[config.mk]
export PLATFORM = sky130hd
export DESIGN_NAME = serial_adder
export DESIGN_NICKNAME = d
export VERILOG_FILES = /design/src/rtl/serial_adder_pkg.sv /design/src/rtl/serial_adder_full_adder_cell.sv /design/src/rtl/serial_adder.sv
export SDC_FILE = /design/constraint.sdc
export NUM_CORES = 1
export LEC_CHECK = 0
export CELL_PAD_IN_SITES_DETAIL_PLACEMENT = 1
export CELL_PAD_IN_SITES_GLOBAL_PLACEMENT = 1
export CORE_MARGIN = 2
export CORE_UTILIZATION = 38
export CTS_CLUSTER_SIZE = 12
export DETAILED_ROUTE_END_ITERATION = 10
export PLACE_DENSITY_LB_ADDON = 0.1
export SLEW_MARGIN = 40
export SYNTH_ARGS = -nofsm -noshare
export SYNTH_HDL_FRONTEND = slang
export SYNTH_SLANG_ARGS = --single-unit
[constraint.sdc]
create_clock -name clk -period 1.4 [get_ports clk]
set_input_delay 0.35 -clock clk [delete_from_list [all_inputs] [get_ports clk]]
set_output_delay 0.35 -clock clk [all_outputs]
set_load 0.05 [all_outputs]
[src/rtl/serial_adder_pkg.sv]
// Shared types and helpers for the bit-serial adder.
package serial_adder_pkg;

    typedef enum logic [1:0] {
        IDLE = 2'd0,
        RUN  = 2'd1,
        DONE = 2'd2
    } state_t;

    // Wide enough to hold WIDTH-1 without wrapping, with one bit of headroom.
    function automatic int cnt_width(input int w);
        return $clog2(w) + 1;
    endfunction

endpackage

[src/rtl/serial_adder_full_adder_cell.sv]
// Single-bit combinational full adder; the only arithmetic in the serial adder.
module full_adder_cell (
    input  logic a,
    input  logic b,
    input  logic cin,
    output logic sum,
    output logic cout
);

    assign sum  = a ^ b ^ cin;
    assign cout = (a & b) | (a & cin) | (b & cin);

endmodule

[src/rtl/serial_adder.sv]
// Bit-serial WIDTH-bit adder, LSB first, one bit per clock, start/busy/done handshake.
// Build with SERIAL_ADDER_SUB_EN to add a 'sub' port selecting a-b.
module serial_adder
    import serial_adder_pkg::*;
#(
    parameter int WIDTH = 8
) (
    input  logic             clk,
    input  logic             rst_n,
    input  logic             start,
    input  logic [WIDTH-1:0] a,
    input  logic [WIDTH-1:0] b,
    input  logic             cin,
`ifdef SERIAL_ADDER_SUB_EN
    input  logic             sub,
`endif
    output logic             busy,
    output logic             done,
    output logic [WIDTH-1:0] sum,
    output logic             cout
);

    localparam int CW = cnt_width(WIDTH);

    state_t           state;
    logic [WIDTH-1:0] opa, opb, res, res_nxt, b_load;
    logic [CW-1:0]    cnt;
    logic             carry, c_load, s_bit, c_bit, last;

    full_adder_cell u_fa (
        .a    (opa[0]),
        .b    (opb[0]),
        .cin  (carry),
        .sum  (s_bit),
        .cout (c_bit)
    );

    // New bit enters at the MSB so after WIDTH shifts bit 0 lands at res[0].
    generate
        if (WIDTH == 1) begin : g_res1
            assign res_nxt = s_bit;
        end else begin : g_resn
            assign res_nxt = {s_bit, res[WIDTH-1:1]};
        end
    endgenerate

`ifdef SERIAL_ADDER_SUB_EN
    // Two's-complement subtract: invert B and seed the carry with 1.
    assign b_load = sub ? ~b : b;
    assign c_load = sub ? 1'b1 : cin;
`else
    assign b_load = b;
    assign c_load = cin;
`endif

    assign last = (cnt == CW'(WIDTH - 1));

    always_ff @(posedge clk) begin
        if (!rst_n) begin
            state <= IDLE;
            opa   <= '0;
            opb   <= '0;
            res   <= '0;
            cnt   <= '0;
            carry <= 1'b0;
            busy  <= 1'b0;
            done  <= 1'b0;
            sum   <= '0;
            cout  <= 1'b0;
        end else begin
            done <= 1'b0;
            case (state)
                IDLE: begin
                    if (start) begin
                        opa   <= a;
                        opb   <= b_load;
                        carry <= c_load;
                        cnt   <= '0;
                        busy  <= 1'b1;
                        state <= RUN;
                    end
                end
                RUN: begin
                    opa   <= opa >> 1;
                    opb   <= opb >> 1;
                    carry <= c_bit;
                    res   <= res_nxt;
                    cnt   <= cnt + CW'(1);
                    if (last) begin
                        sum   <= res_nxt;
                        cout  <= c_bit;
                        busy  <= 1'b0;
                        done  <= 1'b1;
                        state <= DONE;
                    end
                end
                DONE: begin
                    state <= IDLE;
                end
                default: begin
                    busy  <= 1'b0;
                    state <= IDLE;
                end
            endcase
        end
    end

endmodule

### Register map, names as in the netlist, run 1

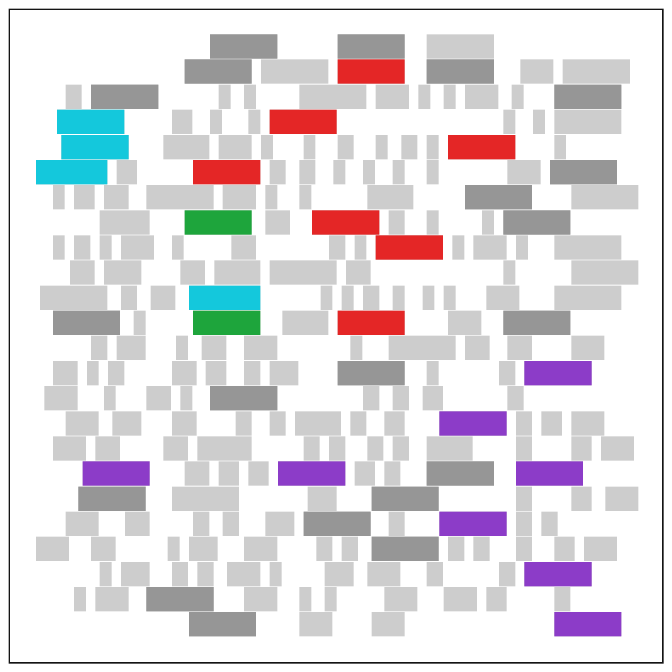
- green: state (sequential cells 2)
- cyan: cnt (sequential cells 4; where upper left)
- purple: opb (sequential cells 8)
- red: res (sequential cells 7; where top center)
- not colored: 20
Flop+latch power: 1.26 mW
flop share of the area: 0.360
FF+latch area: 823 sq um
utilization after layout: 0.530

### Congestion heat map, run 1

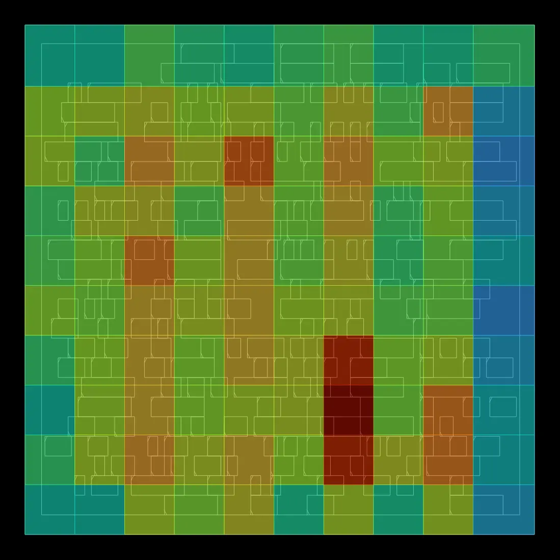
GRT Total Usage: 0.176
GR peak layer: met2
met1 Track Usage GR: 0.240

==> impl_metrics.py, run 1 <==
# Metrics from the implementation run
metrics = {
    "worst_setup_path": {
        "arrival_ns": 1.57,
        "critPathCaptureType": "flip-flop",
        "crit_path_start_kind": "primary input",
        "path_max_fanout": 6,
        "path_class": "in -> reg",
    },
    "final_timing": {
        "slew_violations": 0,
        "fmax_mhz": 746,
        "setup-violations-final": 0,
        "hold_viol": 0,
    },
    "clocking": {
        "cts_buffers": 5,
        "clock_path_buffers": 2,
        "cts.sinks": 41,
        "cts_setup_buffers": 0,
        "path_clk_slew_ns": 0.08,
    },
    "synth": {
        "async_flop_share": 0,
        "netlist_area_sq_mm": 0.00169,
        "top_cells_by_count": "dfxtp_1 (41), nand2_1 (36), a21oi_1 (25)",
        "xor_area_frac": 0,
        "yosys.area_share.simple": 0.156,
        "area_leaders": "dfxtp_1 (49%), nand2_1 (8.0%), a21oi_1 (7.4%), mux2i_1 (5.3%), o21ai_0 (4.5%)",
        "most_common_cell": "dfxtp_1",
        "ys_chip_area_sq_mm": 0.00169,
    },
    "global_route": {
        "met3_usage": 0.0427,
        "overflow": 0,
        "grt_use_met2": 0.274,
        "grt_max_degree": 20,
        "antenna_found_initial": 0,
    },
    "placed_design": {
        "place_congestion": 0.750,
        "hpwl_microns": 2960,
    },
    "power": {
        "finalPower_mw": 2.28,
        "p_per_area_mw_per_mm2": 997,
        "p_leak_nw": 0.825,
    },
    "outcome": {
        "outcome": "complete, no violations",
    },
    "floorplan": {
        "row_count": 24,
        "fp-utilization": 0.390,
        "pin_count": 31,
    },
    "route": {
        "drtPass1Iterations": 4,
        "drt-met1-wl_microns": 2000,
        "drc": 0,
        "wl_per_cell_microns": 14.8,
        "wl_met2_microns": 1860,
    },
    "job": {
        "drv_cap": 0,
    },
    "finish": {
        "final_common_cell": "dfxtp_1",
        "areaGrowthSynthToFinish_pct": 35.9,
        "nNetsFinal": 249,
    },
}
### Pin map, run 1

Pins as bars across the die edge, other pins in gray.
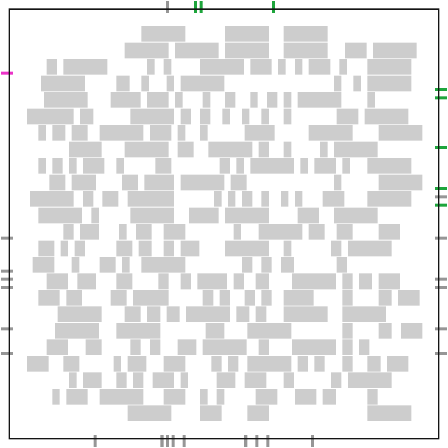
- magenta: clk (pins 1; direction input; edge left)
- green: sum (pins 8; direction output; edge 5 right, 3 top)
- all pins by edge: 11 right, 9 bottom, 7 left, 4 top
Die X: 70.6 microns
Die H: 70.6 microns
number of port buffers: 30

[run 1: layout make-up]
class	count	area share
clock inverters	1	0.00219
well taps	52	0.0284
repair buffers	43	0.233
multi-input cells	133	0.340
flip-flops and latches	41	0.360
clock buffers	5	0.0301
inverters	3	0.00656
[run 1: stage by stage]
stage,setup slack [ns],std cells,hold WS (ns)
3_3_place_gp,-0.153,271,0.445
5_1_grt,-0.0410,278,0.490
3_5_place_dp,-0.236,271,0.452
4_1_cts,0.0191,277,0.464
2_1_floorplan,0.157,192,0.437
6_report,0.0600,278,0.460
[run 1: final timing paths]
| check | start | endpoint | slack, ns | cells past startpoint |
|---|---|---|---|---|
| setup / recovery | start | opa[7]$_SDFFE_PN0P_ | 0.06 | 4 |
| hold / removal | res[1]$_SDFFE_PN0P_ | res[1]$_SDFFE_PN0P_ | 0.46 | 2 |
| setup reg to reg | cnt[1]$_SDFFE_PN0P_ | sum[5]$_SDFFE_PN0P_ | 0.08 | 5 |
| hold reg to reg | res[1]$_SDFFE_PN0P_ | res[1]$_SDFFE_PN0P_ | 0.46 | 2 |
[run 1: report_power, final]
group	switching (mW)	total (mW)	internal [mW]
Sequential	0.0354	1.26	1.22
Combinational	0.155	0.316	0.161
Clock	0.381	0.709	0.328
[run 1: worst max-delay path, stage by stage]
cell and delay [ns]:
clkdlybuf4s50_1 0.59, nor3b_1 0.39, a22oi_1 0.12, nor2_1 0.12
[run 1: cells by family after synthesis]
group | count (synthesis)
AOI/OAI and AO/OA | 64
and+or+nand+nor | 58
DFF | 41
buffers and inverters | 18
muxes | 9
adders and majority gates | 2
[run 1: sequential cells by signal, summed over array words and instances, names as in the netlist]
register,flops
busy,1
carry,1
cnt,4
cout,1
done,1
opa,8
opb,8
res,7
state,2
sum,8
### Clock wires, drivers and flops, run 1

The bar under the picture is 20 microns long.
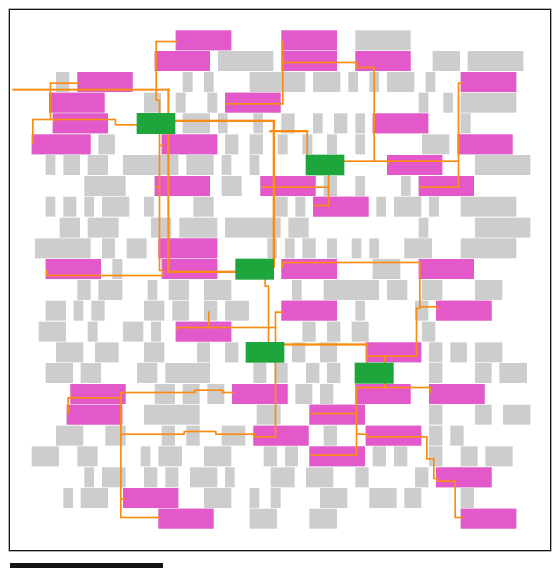

==> run 2, diff against run 1 <==
--- a/config.mk
+++ b/config.mk
@@ -7,8 +7,7 @@
 export LEC_CHECK = 0
 export CELL_PAD_IN_SITES_DETAIL_PLACEMENT = 1
 export CELL_PAD_IN_SITES_GLOBAL_PLACEMENT = 1
-export CORE_MARGIN = 2
-export CORE_UTILIZATION = 38
+export CORE_UTILIZATION = 41
 export CTS_CLUSTER_SIZE = 12
 export DETAILED_ROUTE_END_ITERATION = 10
 export PLACE_DENSITY_LB_ADDON = 0.1
==> constraint.sdc (replaced) <==
create_clock -name clk -period 1.6 [get_ports clk]
set_input_delay 0.4 -clock clk [delete_from_list [all_inputs] [get_ports clk]]
set_output_delay 0.4 -clock clk [all_outputs]
set_load 0.05 [all_outputs]
### Clock wires, drivers and flops, run 2

The bar under the picture is 20 microns long.
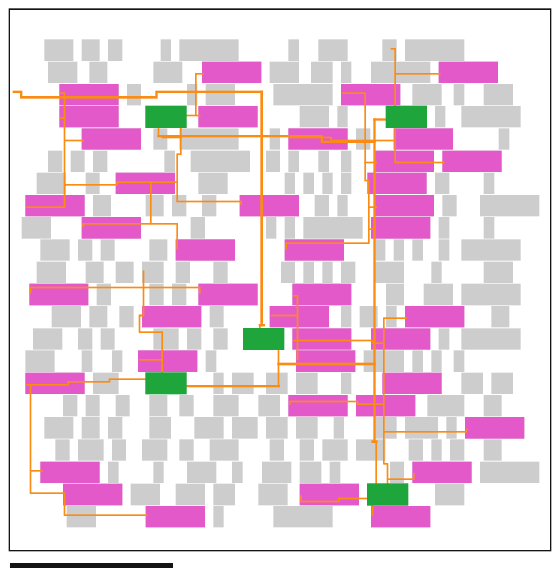
- green: clock drivers (count 5)
- magenta: flip-flops (count 41)
- orange: clock wires (length 522 microns)
- flops lie: spread over the die
- routed clock nets: 6
clock-net power: 0.671 mW
Clock power frac: 0.330
clock skew after layout: 0.00451 ns
clk ins delay skew pair: 0.30 ns

==> run 2 against run 1 <==
Clock-buffer cell count unchanged. Sequential power down about 10%. Critical path depth unchanged. Worst setup slack better by 0.025 ns. Worst hold slack better by 0.0085 ns. Non-clock buffer count down 5. Register-to-register slack about the same. Final cell count down 2.5%. Combinational power down 19%. Global-route usage up 6.2 points. Clock power down 5.4%. Critical path type is now reg -> reg. Design area down 2.1%. Largest power group unchanged.
==> impl_metrics.py, run 2 <==
# Metrics from the implementation run
metrics = {
    "worst_setup_path": {
        "path_max_fanout": 12,
        "cp_top_family": "flip-flops",
        "critPathMaxStageDelay_ns": 0.53,
        "arrival_ns": 1.73,
        "path_class": "reg -> reg",
        "slowest_stage": "dfxtp_1",
        "crit_path_start_kind": "flip-flop",
        "cp_num_buf_inv": 1,
    },
    "synth": {
        "area_leaders": "dfxtp_1 (49%), nand2_1 (8.0%), a21oi_1 (7.4%), mux2i_1 (5.3%), o21ai_0 (4.5%)",
        "netlist_area_sq_mm": 0.00169,
        "ys_chip_area_sq_mm": 0.00169,
        "top_cells_by_count": "dfxtp_1 (41), nand2_1 (36), a21oi_1 (25)",
        "yosysTopAreaCell": "dfxtp_1",
        "async_flop_share": 0,
        "most_common_cell": "dfxtp_1",
        "ys_cells": 192,
    },
    "floorplan": {
        "die_x_microns": 66.1,
        "fp.dieH_microns": 66.1,
        "row_count": 22,
        "pin_count": 31,
        "die_area_sq_mm": 0.00437,
        "fp-utilization": 0.444,
    },
    "finish": {
        "top_regs": "opa: 8 flops, opb: 8 flops, sum: 8 flops",
        "areaGrowthSynthToFinish_pct": 33.0,
        "logic_area_sq_um": 768,
        "final_common_cell": "dfxtp_1",
        "seqCellArea_sq_um": 821,
        "nNetsFinal": 244,
    },
    "global_route": {
        "met3_usage": 0.0638,
        "overflow": 0,
        "track_usage": 0.238,
        "top_usage_layer": "met2",
        "antenna_found_initial": 0,
        "grt_first_pass_wirelength_microns": 7490,
        "grt_max_degree": 23,
        "grt_use_met2": 0.406,
    },
    "placed_design": {
        "hpwl_microns": 3160,
        "place_congestion": 0.724,
        "portBuffers": 30,
        "dp_worst_setup_slack_ns": -0.122,
    },
    "route": {
        "wl_met2_microns": 2270,
        "drc": 0,
        "drtPass1Iterations": 4,
        "drt-met1-wl_microns": 1890,
        "wl_per_cell_microns": 16.2,
    },
    "clocking": {
        "clock_path_buffers": 2,
        "cts.sinks": 41,
        "cts_setup_buffers": 0,
        "path_clk_slew_ns": 0.08,
    },
    "final_timing": {
        "slew_violations": 0,
        "finalWorstSetupSlack_ns": 0.0850,
        "setup-violations-final": 0,
        "holdWs_ns": 0.469,
    },
    "power": {
        "combPwrFrac": 0.127,
        "power_frac_seq": 0.543,
        "p_per_area_mw_per_mm2": 906,
        "power.internal_mw": 1.50,
        "p_leak_nw": 0.805,
        "seq_cell_power_mw": 1.10,
        "power_top_consumer": "sequential cells",
        "power.switching_mw": 0.535,
        "finalPower_mw": 2.03,
        "vdd_drop_max_mv": 0.599,
        "sw_frac_of_total": 0.263,
        "powerComb_mw": 0.257,
    },
    "job": {
        "drv_cap": 0,
    },
    "hold_path": {
        "hold_class": "reg -> reg",
    },
    "outcome": {
        "outcome": "complete, no violations",
    },
}
## run 2: cell types whose count changed in the layout (fill, tap and decap cells not counted)
cell and delta:
ha_2 -1, o21ba_4 -1, ha_1 +1, dfxtp_1 +2
buf_4 -5, o21ba_2 +1, inv_1 +1, and2_1 +1
and2_4 -1, clkinv_2 +1, dfxtp_2 -2
## run 2: kinds of logic after synthesis
family                   count (synthesis)  share of synthesized area
AND-OR/OR-AND                           64                      0.226
AND/OR/NAND/NOR                         58                      0.156
flip-flops                              41                      0.487
buffers and inverters                   18                     0.0579
multiplexers                             9                     0.0535
adder cells (fa/ha/maj)                  2                     0.0193
## run 2: tightest hold or removal path, delay by kind of cell (launching register included)
family	cells	cell delay, ns
flip-flops	1	0.32
AND/OR/NAND/NOR	1	0.05
AND-OR/OR-AND	1	0.06
## run 2: path summary, 6_finish.rpt
check	from	end	slack, ns	depth (start not counted)
worst max-delay path	state[0]$_SDFFE_PN0P_	sum[2]$_SDFFE_PN0P_	0.09	4
worst min-delay path	res[1]$_SDFFE_PN0P_	res[1]$_SDFFE_PN0P_	0.47	2
worst max register to register	state[0]$_SDFFE_PN0P_	sum[2]$_SDFFE_PN0P_	0.09	4
worst min register to register	res[1]$_SDFFE_PN0P_	res[1]$_SDFFE_PN0P_	0.47	2
## run 2: metrics by stage
step / area [sq um] / util / instances
floorplan: 1690 / - / 192
global placement: 2150 / 0.567 / 263
detailed placement: 2150 / 0.567 / 263
CTS: 2240 / 0.590 / 271
global route: 2240 / 0.590 / 271
finish: 2240 / 0.590 / 271
## run 2: cell type report
cell class / count / area share
repair buffers: 38 / 0.221
well taps: 48 / 0.0268
multi-input cells: 133 / 0.343
clock buffers: 5 / 0.0307
inverters: 3 / 0.00502
clock inverters: 3 / 0.00781
flip-flops and latches: 41 / 0.366
Power is estimated from default activity; no workload was simulated.
